**Run 1: gate families picked out**

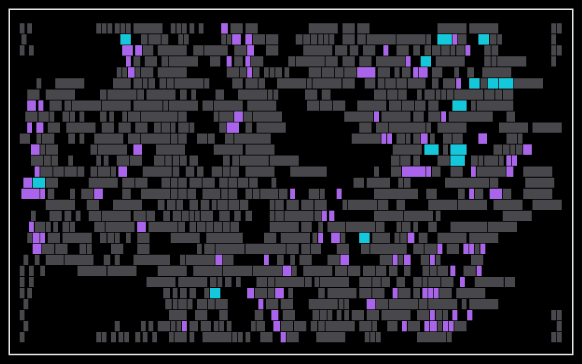
**Run 1: layout detail**

Scale bar: 5 um. Region (59, 49) to (79, 69) um. Cells in gray, sequential cells in the stronger gray; small squares are vias.
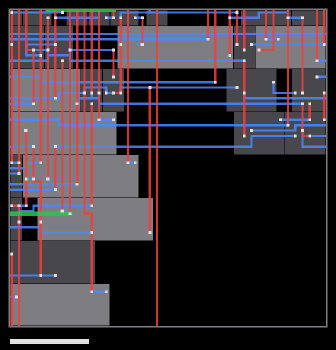
**Run 1: I/O pins on the die edge**

Scale bar: 50 um. Pins as bars across the die edge, other pins in gray.
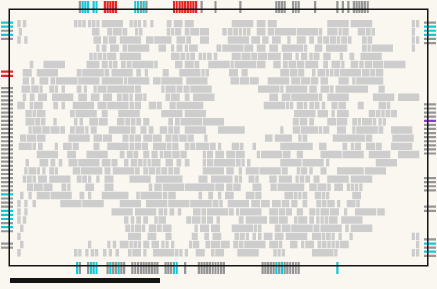
`config.mk`:
```
export PLATFORM = sky130hd
export DESIGN_NAME = conv_tile_sched
export DESIGN_NICKNAME = d
export VERILOG_FILES = /design/src/rtl/conv_sched_pkg.sv /design/src/rtl/sched_perf_cnt.sv /design/src/rtl/conv_tile_sched.sv
export SDC_FILE = /design/constraint.sdc
export NUM_CORES = 1
export LEC_CHECK = 0
export CAP_MARGIN = 20
export CORE_ASPECT_RATIO = 0.6
export CORE_MARGIN = 2
export CORE_UTILIZATION = 55
export CTS_CLUSTER_DIAMETER = 100
export DETAILED_ROUTE_END_ITERATION = 8
export DONT_BUFFER_PORTS = 1
export PLACE_DENSITY = 0.79
export SLEW_MARGIN = 20
export SYNTH_ARGS = -nofsm -noshare
export SYNTH_HDL_FRONTEND = slang
export SYNTH_SLANG_ARGS = --single-unit
```
`constraint.sdc`:
```
create_clock -name clk -period 2.7 [get_ports clk]
set_input_delay 0.675 -clock clk [delete_from_list [all_inputs] [get_ports clk]]
set_output_delay 0.675 -clock clk [all_outputs]
set_load 0.01 [all_outputs]
```
`src/rtl/conv_sched_pkg.sv`:
```
// Shared types for the conv tile scheduler: FSM state encoding, default index width, counter ceiling.
package conv_sched_pkg;

   localparam int CNT_W_DEF = 16;

   localparam logic [31:0] PERF_MAX = 32'hFFFF_FFFF;

   typedef enum logic [2:0] {
      IDLE  = 3'd0,
      WLOAD = 3'd1,
      ILOAD = 3'd2,
      CONV  = 3'd3,
      DMA   = 3'd4,
      DONE  = 3'd5
   } sched_state_t;

endpackage

```
`src/rtl/sched_perf_cnt.sv`:
```
// Saturating 32-bit event counter with synchronous clear; 1-cycle update latency, never stalls.
module sched_perf_cnt
   import conv_sched_pkg::*;
(
   input  logic        clk,
   input  logic        rstn,
   input  logic        i_clr,
   input  logic        i_inc,
   output logic [31:0] o_count
);

   logic [31:0] r_count;

   always_ff @(posedge clk) begin
      if (!rstn) begin
         r_count <= '0;
      end else if (i_clr) begin
         r_count <= '0;
      end else if (i_inc && (r_count != PERF_MAX)) begin
         r_count <= r_count + 32'd1;
      end
   end

   assign o_count = r_count;

endmodule

```
`src/rtl/conv_tile_sched.sv`:
```
// Layer tile sequencer (oc > h > ic loops); all handshake outputs registered, each phase waits on its ack.
// Optional utilisation counters built only when TILE_SCHED_PERF_EN is defined.
module conv_tile_sched
   import conv_sched_pkg::*;
#(
   parameter int CNT_W = CNT_W_DEF
)(
   input  logic             clk,
   input  logic             rstn,
   input  logic             layer_start,
   input  logic [CNT_W-1:0] cfg_h_tiles,
   input  logic [CNT_W-1:0] cfg_ic_tiles,
   input  logic [CNT_W-1:0] cfg_oc_tiles,
   output logic             weight_req,
   input  logic             weight_ack,
   output logic             input_loader_req,
   input  logic             input_ack,
   output logic             dataflow_en,
   input  logic             conv_done,
   output logic             dma_start,
   output logic             dma_last,
   input  logic             dma_done,
   output logic             layer_done,
   output logic             busy,
   output logic [CNT_W-1:0] cur_h,
   output logic [CNT_W-1:0] cur_ic,
   output logic [CNT_W-1:0] cur_oc,
   output logic [31:0]      perf_busy_cycles,
   output logic [31:0]      perf_conv_cycles
);

   // Configs are stored as last index so a zero count collapses to a single tile.
   function automatic logic [CNT_W-1:0] last_idx(input logic [CNT_W-1:0] n);
      return (n == '0) ? '0 : n - CNT_W'(1);
   endfunction

   sched_state_t     r_state, w_nxt_state;
   logic [CNT_W-1:0] r_h_last, r_ic_last, r_oc_last;
   logic [CNT_W-1:0] r_cur_h, r_cur_ic, r_cur_oc;
   logic [CNT_W-1:0] w_nxt_h, w_nxt_ic, w_nxt_oc;
   logic             r_weight_req, r_input_req, r_dataflow_en;
   logic             r_dma_start, r_dma_last, r_layer_done, r_busy;
   logic             w_start_acc, w_dma_kick, w_dma_last;
   logic             w_h_is_last, w_ic_is_last, w_oc_is_last;

   assign w_start_acc  = (r_state == IDLE) && layer_start;
   assign w_h_is_last  = (r_cur_h  == r_h_last);
   assign w_ic_is_last = (r_cur_ic == r_ic_last);
   assign w_oc_is_last = (r_cur_oc == r_oc_last);

   always_comb begin
      w_nxt_state = r_state;
      w_nxt_h     = r_cur_h;
      w_nxt_ic    = r_cur_ic;
      w_nxt_oc    = r_cur_oc;
      w_dma_kick  = 1'b0;
      w_dma_last  = 1'b0;
      case (r_state)
         IDLE: begin
            if (layer_start) begin
               w_nxt_state = WLOAD;
               w_nxt_h     = '0;
               w_nxt_ic    = '0;
               w_nxt_oc    = '0;
            end
         end
         WLOAD: begin
            if (weight_ack) w_nxt_state = ILOAD;
         end
         ILOAD: begin
            if (input_ack) w_nxt_state = CONV;
         end
         CONV: begin
            if (conv_done) begin
               if (!w_ic_is_last) begin
                  w_nxt_ic    = r_cur_ic + CNT_W'(1);
                  w_nxt_state = WLOAD;
               end else begin
                  w_nxt_state = DMA;
                  w_dma_kick  = 1'b1;
                  w_dma_last  = w_h_is_last && w_oc_is_last;
               end
            end
         end
         DMA: begin
            if (dma_done) begin
               w_nxt_ic = '0;
               if (!w_h_is_last) begin
                  w_nxt_h     = r_cur_h + CNT_W'(1);
                  w_nxt_state = WLOAD;
               end else begin
                  w_nxt_h = '0;
                  if (!w_oc_is_last) begin
                     w_nxt_oc    = r_cur_oc + CNT_W'(1);
                     w_nxt_state = WLOAD;
                  end else begin
                     w_nxt_state = DONE;
                  end
               end
            end
         end
         DONE: begin
            w_nxt_state = IDLE;
         end
         default: begin
            w_nxt_state = IDLE;
         end
      endcase
   end

   always_ff @(posedge clk) begin
      if (!rstn) begin
         r_state   <= IDLE;
         r_h_last  <= '0;
         r_ic_last <= '0;
         r_oc_last <= '0;
         r_cur_h   <= '0;
         r_cur_ic  <= '0;
         r_cur_oc  <= '0;
      end else begin
         r_state  <= w_nxt_state;
         r_cur_h  <= w_nxt_h;
         r_cur_ic <= w_nxt_ic;
         r_cur_oc <= w_nxt_oc;
         if (w_start_acc) begin
            r_h_last  <= last_idx(cfg_h_tiles);
            r_ic_last <= last_idx(cfg_ic_tiles);
            r_oc_last <= last_idx(cfg_oc_tiles);
         end
      end
   end

   // Outputs decode the next state so they line up with the state register without a comb path.
   always_ff @(posedge clk) begin
      if (!rstn) begin
         r_weight_req  <= 1'b0;
         r_input_req   <= 1'b0;
         r_dataflow_en <= 1'b0;
         r_dma_start   <= 1'b0;
         r_dma_last    <= 1'b0;
         r_layer_done  <= 1'b0;
         r_busy        <= 1'b0;
      end else begin
         r_weight_req  <= (w_nxt_state == WLOAD);
         r_input_req   <= (w_nxt_state == ILOAD);
         r_dataflow_en <= (w_nxt_state == CONV);
         r_dma_start   <= w_dma_kick;
         r_dma_last    <= w_dma_last;
         r_layer_done  <= (w_nxt_state == DONE);
         r_busy        <= (w_nxt_state != IDLE);
      end
   end

   assign weight_req       = r_weight_req;
   assign input_loader_req = r_input_req;
   assign dataflow_en      = r_dataflow_en;
   assign dma_start        = r_dma_start;
   assign dma_last         = r_dma_last;
   assign layer_done       = r_layer_done;
   assign busy             = r_busy;
   assign cur_h            = r_cur_h;
   assign cur_ic           = r_cur_ic;
   assign cur_oc           = r_cur_oc;

`ifdef TILE_SCHED_PERF_EN
   sched_perf_cnt u_perf_busy (
      .clk     (clk),
      .rstn    (rstn),
      .i_clr   (w_start_acc),
      .i_inc   (r_busy),
      .o_count (perf_busy_cycles)
   );

   sched_perf_cnt u_perf_conv (
      .clk     (clk),
      .rstn    (rstn),
      .i_clr   (w_start_acc),
      .i_inc   (r_dataflow_en),
      .o_count (perf_conv_cycles)
   );
`else
   assign perf_busy_cycles = '0;
   assign perf_conv_cycles = '0;
`endif

endmodule

```
==> qor.log, run 1 <==
[timing] worst-margin pin slew 0.708 ns
[outcome] outcome completed
[logic_synthesis] Top-area cell share 35.5%
[critical_path] capturing element type of the critical path flip-flop
[drt] drt initial violations 561
[timing] Slew headroom 52.4%
[clocking] setup repair bufs after CTS 0
[logic_synthesis] per-instance average area after synthesis 8.12 um2
[place] routability cong. 0.868
[clocking] Gates resized, CTS repair 0
[drt] DRC violation count after routing 0
[critical_path] critical path cell sequence mux2i_1, o32a_1, nand4b_1, a21oi_1, a31oi_1, a41o_1
[critical_path] cell type of the slowest stage on the worst timing path sky130_fd_sc_hd__dfxtp_1
[logic_synthesis] fraction of registers with async set/reset 0%
[timing] highest attainable clock frequency 412 MHz
[drt] wire length per cell after detailed routing 16.1 um
[place] post-DP HPWL 11200 um
[logic_synthesis] count of unique library cells instantiated by Yosys 53
[critical_path] CP delay by family, top AND-OR/OR-AND gates
[layout] register area 0.00212 mm2
[drt] tally of nets with antenna violations remaining after routing 0
[logic_synthesis] Syn Std Cell Area 0.00598 mm2
[hold_path] endpoint of the worst hold-timing path r_ic_last[0]
[layout] area-dominant cell class after layout multi-input combinational cells
[layout] multi-input logic area 0.00345 mm2
[die] num ports 174
[clocking] Sink Count 106
[hold_path] cell depth of the worst hold path 1
[timing] Final Setup Violations 0
[layout] tally of filler cells in the layout 889
[clocking] H-tree levels 3
[hold_path] origin of the worst min-delay path cfg_ic_tiles[0]
[drt] M1 WL 6620 um
About 'gate families picked out':
nor cells -> purple  # cells 94, most used nor2_1, where spread over the die
non-inverting ao/oa cells -> cyan  # cells 14, most used a21o_1

About 'layout detail':
M1 -> blue
M3 -> green
M2 -> red
sequential cells in the window = 7
most frequent = dfxtp_1 (7), xnor2_1 (4), nand2_1 (3)
cells with their middle in the window = 17
netlist names of flops here include = `r_ic_last` (6), `cur_oc` (1)

About 'I/O pins on the die edge':
`cfg_ic_tiles` -> red  # pins 16, direction input, edge 14 top, 2 left
`perf_conv_cycles` -> cyan  # pins 32, direction output, edge 11 bottom, 8 top, 8 left, 5 right
`rstn` -> purple  # pins 1, direction input, edge right
all pins by edge = 54 bottom, 45 left, 45 top, 30 right
Buffers on Ports: 0
die outline height: 84.8 um
width of the die: 139 um

[run 1: flip-flops by register name (all words and copies together), names as in the netlist]
name and flops:
cur_h 16, cur_ic 16, cur_oc 16, r_h_last 16, r_ic_last 16, r_oc_last 16, r_state 3, busy 1
dataflow_en 1, dma_last 1, dma_start 1, input_loader_req 1, layer_done 1, weight_req 1
[run 1: cell usage in the layout (no fill, tap or decap), drive strengths merged, types with 3 or more instances in the layout]
master    n
nand2b    6
and2      6
o21ai    63
and3     10
and4      3
a21boi    3
ha        6
xor2     44
nand3b    5
nor2     54
buf      26
a211oi    6
a31oi     5
xnor2    62
clkbuf    9
a21oi    27
nor4     16
nor3     17
bufinv    3
nor2b     4
dfxtp   106
conb     64
or4       4
nand2    90
o31ai     3
or3      19
nand3    16
a21o      6
inv      21
nand4    21
[run 1: cells by family (layout without fill, tap and decap cells)]
| family | after synthesis | in the layout | share of synthesized area, % |
|---|---|---|---|
| AOI/OAI and AO/OA | 126 | 126 | 12.7 |
| other | 1 | 64 | 0.0627 |
| and+or+nand+nor | 279 | 279 | 23.5 |
| adders and majority gates | 6 | 6 | 1.26 |
| buffers and inverters | 110 | 61 | 11.1 |
| DFF | 106 | 106 | 35.5 |
| xor gates and xnor gates | 106 | 106 | 15.5 |
| muxes | 2 | 2 | 0.335 |
[run 1: worst register-to-register path, stage by stage (launching register included)]
cell                       delay, ns
sky130_fd_sc_hd__dfxtp_1        0.52
sky130_fd_sc_hd__mux2i_1        0.22
sky130_fd_sc_hd__o32a_1         0.39
sky130_fd_sc_hd__nand4b_1       0.28
sky130_fd_sc_hd__a21oi_1        0.49
sky130_fd_sc_hd__a31oi_1        0.19
sky130_fd_sc_hd__a41o_1         0.23
[run 1: routing by layer]
layer / global-route usage [%] / vias to the layer above
met1: 33.2 / 2342
met3: 8.78 / 21
li1: - / 2405
met2: 36.3 / 214
met4: 5.51 / 0
met5: 0 / -
[run 1: metrics by stage]
step	setup WS, ns	instances	utilization, %	area, um2	hold slack (ns)
after detailed placement	0.183	873	56.9	6010	0.464
after CTS	0.347	889	60.2	6360	0.422
final	0.273	889	60.2	6360	0.426
after global routing	0.0853	889	60.2	6360	0.422
after floorplan	0.345	799	-	6220	0.444
after global placement	0.292	873	56.9	6010	0.457
[run 1: power breakdown]
group          switching [W]  internal (W)  leakage (nW)
logic               0.000229      0.000147          1.36
clock network       0.000614      0.000915         0.167
registers          0.0000649       0.00163         0.862
[run 1: worst max path at each step]
| stage | from | endpoint | slack [ns] | cells past startpoint |
|---|---|---|---|---|
| after global placement | cfg_h_tiles[10] | r_h_last[15] | 0.29 | 6 |
| after global routing | r_state[2] | cur_ic[15] | 0.09 | 6 |
| final | r_state[2] | cur_ic[15] | 0.27 | 6 |
| after detailed placement | cfg_h_tiles[10] | r_h_last[12] | 0.18 | 6 |
| after floorplan | cfg_h_tiles[10] | r_h_last[10] | 0.35 | 6 |
| after CTS | r_state[2] | cur_ic[15] | 0.35 | 6 |
==> inputs of run 2 (changes only) <==
GPL_ROUTABILITY_DRIVEN = 0   (was default)
**Run 2: I/O pins on the die edge**

Scale bar: 50 um. Pins as bars across the die edge, other pins in gray.
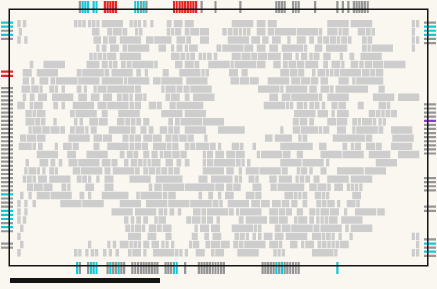
`perf_conv_cycles` -> cyan  # pins 32, direction output, edge 11 bottom, 8 top, 8 left, 5 right
`cfg_ic_tiles` -> red  # pins 16, direction input, edge 14 top, 2 left
`rstn` -> purple  # pins 1, direction input, edge right

==> run 2 against run 1 <==
Effect of this change:
- sequential share of layout area unchanged
- synthesized area unchanged
- clock power about the same
- synthesized cell count unchanged
- setup slack unchanged
==> qor.log, run 2 <==
[layout] fraction of final layout cells sized beyond drive strength 1 7.33%
[die] floorplan row count 29
[logic_synthesis] Syn Std Cell Area 0.00598 mm2
[drt] tally of nets with antenna violations remaining after routing 0
[power] leakage power summed over all cells 2.39 nW
[drt] DRC violation count after routing 0
[die] num ports 174
[place] post-DP HPWL 11200 um
[logic_synthesis] Top-area cell share 35.5%
[timing] highest attainable clock frequency 412 MHz
[logic_synthesis] cell with the most instances after synthesis sky130_fd_sc_hd__dfxtp_1
[die] die outline height 84.8 um
[drt] routed vias/inst 5.60
[logic_synthesis] count of unique library cells instantiated by Yosys 53
[critical_path] capturing element type of the critical path flip-flop
[logic_synthesis] fraction of registers with async set/reset 0%
[logic_synthesis] per-instance average area after synthesis 8.12 um2
[layout] Commonest Layout Cell sky130_fd_sc_hd__dfxtp_1
[timing] final hold vios 0
[layout] core utilization of the finished layout 60.2%
[logic_synthesis] # Cells Yosys 736
[clocking] Sink Count 106
[timing] Clock Skew 0.00719 ns
[clocking] clock-pin transition on the worst setup and hold timing paths 0.07 ns
[timing] Final Setup Violations 0
[place] Buffers on Ports 0
[layout] most frequent logic cells in the routed design sky130_fd_sc_hd__dfxtp_1, sky130_fd_sc_hd__nand2_1, sky130_fd_sc_hd__conb_1, sky130_fd_sc_hd__o21ai_0, sky130_fd_sc_hd__xnor2_1
[clocking] setup repair bufs after CTS 0
[drt] drt initial violations 561
[clocking] Gates resized, CTS repair 0
[clocking] H-tree levels 3
[critical_path] Data required, critical path 2.94 ns
[drt] wire length per cell after detailed routing 16.1 um
[logic_synthesis] Commonest flop sky130_fd_sc_hd__dfxtp_1
[critical_path] critical path cell sequence mux2i_1, o32a_1, nand4b_1, a21oi_1, a31oi_1, a41o_1
[timing] Slew headroom 52.4%
[die] width of the die 139 um
[critical_path] cell type of the slowest stage on the worst timing path sky130_fd_sc_hd__dfxtp_1
[timing] minimum clock period after layout 2.43 ns
[critical_path] worst-path fanout max 10
[outcome] outcome completed
[timing] worst-margin pin slew 0.708 ns
**Run 2: wire density map**

The die is cut into 28 by 17 equal tiles; white is low, dark blue is high, scaled to the fullest tile. Values are wire area over tile area, all layers added.
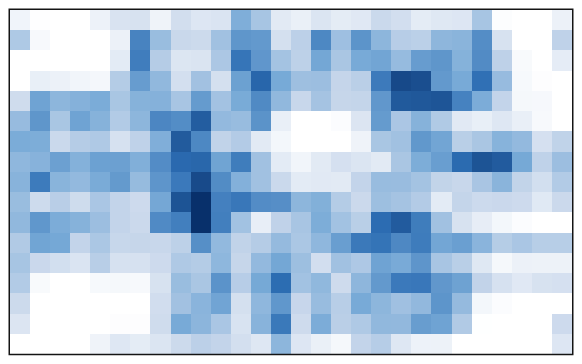
densest ninth of the die = left middle
mean over tiles = 0.20
tiles over half the peak = 22%
fullest tile = 0.62
nearly empty tiles = 13%

run 2: where the power goes:
part	switching, W	internal (W)	leakage [nW]
Clock	0.000614	0.000915	0.167
Combinational	0.000229	0.000147	1.36
Sequential	0.0000649	0.00163	0.862
run 2: layer usage:
metal | track usage [%] | vias up | part of all wire [%]
li1 | - | 2405 | -
met1 | 33.2 | 2342 | 46
met2 | 36.3 | 214 | 42
met3 | 8.78 | 21 | 9.9
met4 | 5.51 | 0 | 1.2
met5 | 0 | - | 0
run 2: cell families (layout without fill, tap and decap cells):
family                   count (synthesis)  after routing  synth area share (%)
AND/OR/NAND/NOR                        279            279                  23.5
AND-OR/OR-AND                          126            126                  12.7
buffers and inverters                  110             61                  11.1
XOR/XNOR                               106            106                  15.5
flip-flops                             106            106                  35.5
adder cells (fa/ha/maj)                  6              6                  1.26
multiplexers                             2              2                 0.335
other                                    1             64                0.0627
run 2: final cells by class:
| class | instances | area, um2 |
|---|---|---|
| Multi-Input combinational cell | 583 | 3450 |
| Clock inverter | 7 | 124 |
| Fill cell | 889 | 4200 |
| Clock buffer | 9 | 225 |
| Inverter | 19 | 71.3 |
| Tap cell | 139 | 174 |
| Sequential cell | 106 | 2120 |
| Timing Repair Buffer | 26 | 195 |
run 2: stage by stage:
step / instances / area, um2 / setup WS [ns] / hold slack (ns) / power, W
2_1_floorplan: 799 / 6220 / 0.345 / 0.444 / 0.00208
3_3_place_gp: 873 / 6010 / 0.292 / 0.457 / 0.00209
3_5_place_dp: 873 / 6010 / 0.183 / 0.464 / 0.00210
4_1_cts: 889 / 6360 / 0.347 / 0.422 / 0.00361
5_1_grt: 889 / 6360 / 0.0853 / 0.422 / 0.00373
6_report: 889 / 6360 / 0.273 / 0.426 / 0.00360
run 2: final timing paths:
check,cells past startpoint,startpoint,slack [ns],endpoint
max,6,r_state[2],0.27,cur_ic[15]
min,1,cfg_ic_tiles[0],0.43,r_ic_last[0]
max reg2reg,6,r_state[2],0.27,cur_ic[15]
min reg2reg,2,r_oc_last[8],0.47,r_oc_last[8]
run 2: critical path: cells and delay by family (launching register included):
kind / cells / cell delay (ns)
AOI/OAI and AO/OA: 4 / 1.30
DFF: 1 / 0.52
and+or+nand+nor: 1 / 0.28
muxes: 1 / 0.22
Power is estimated from default activity; no workload was simulated.
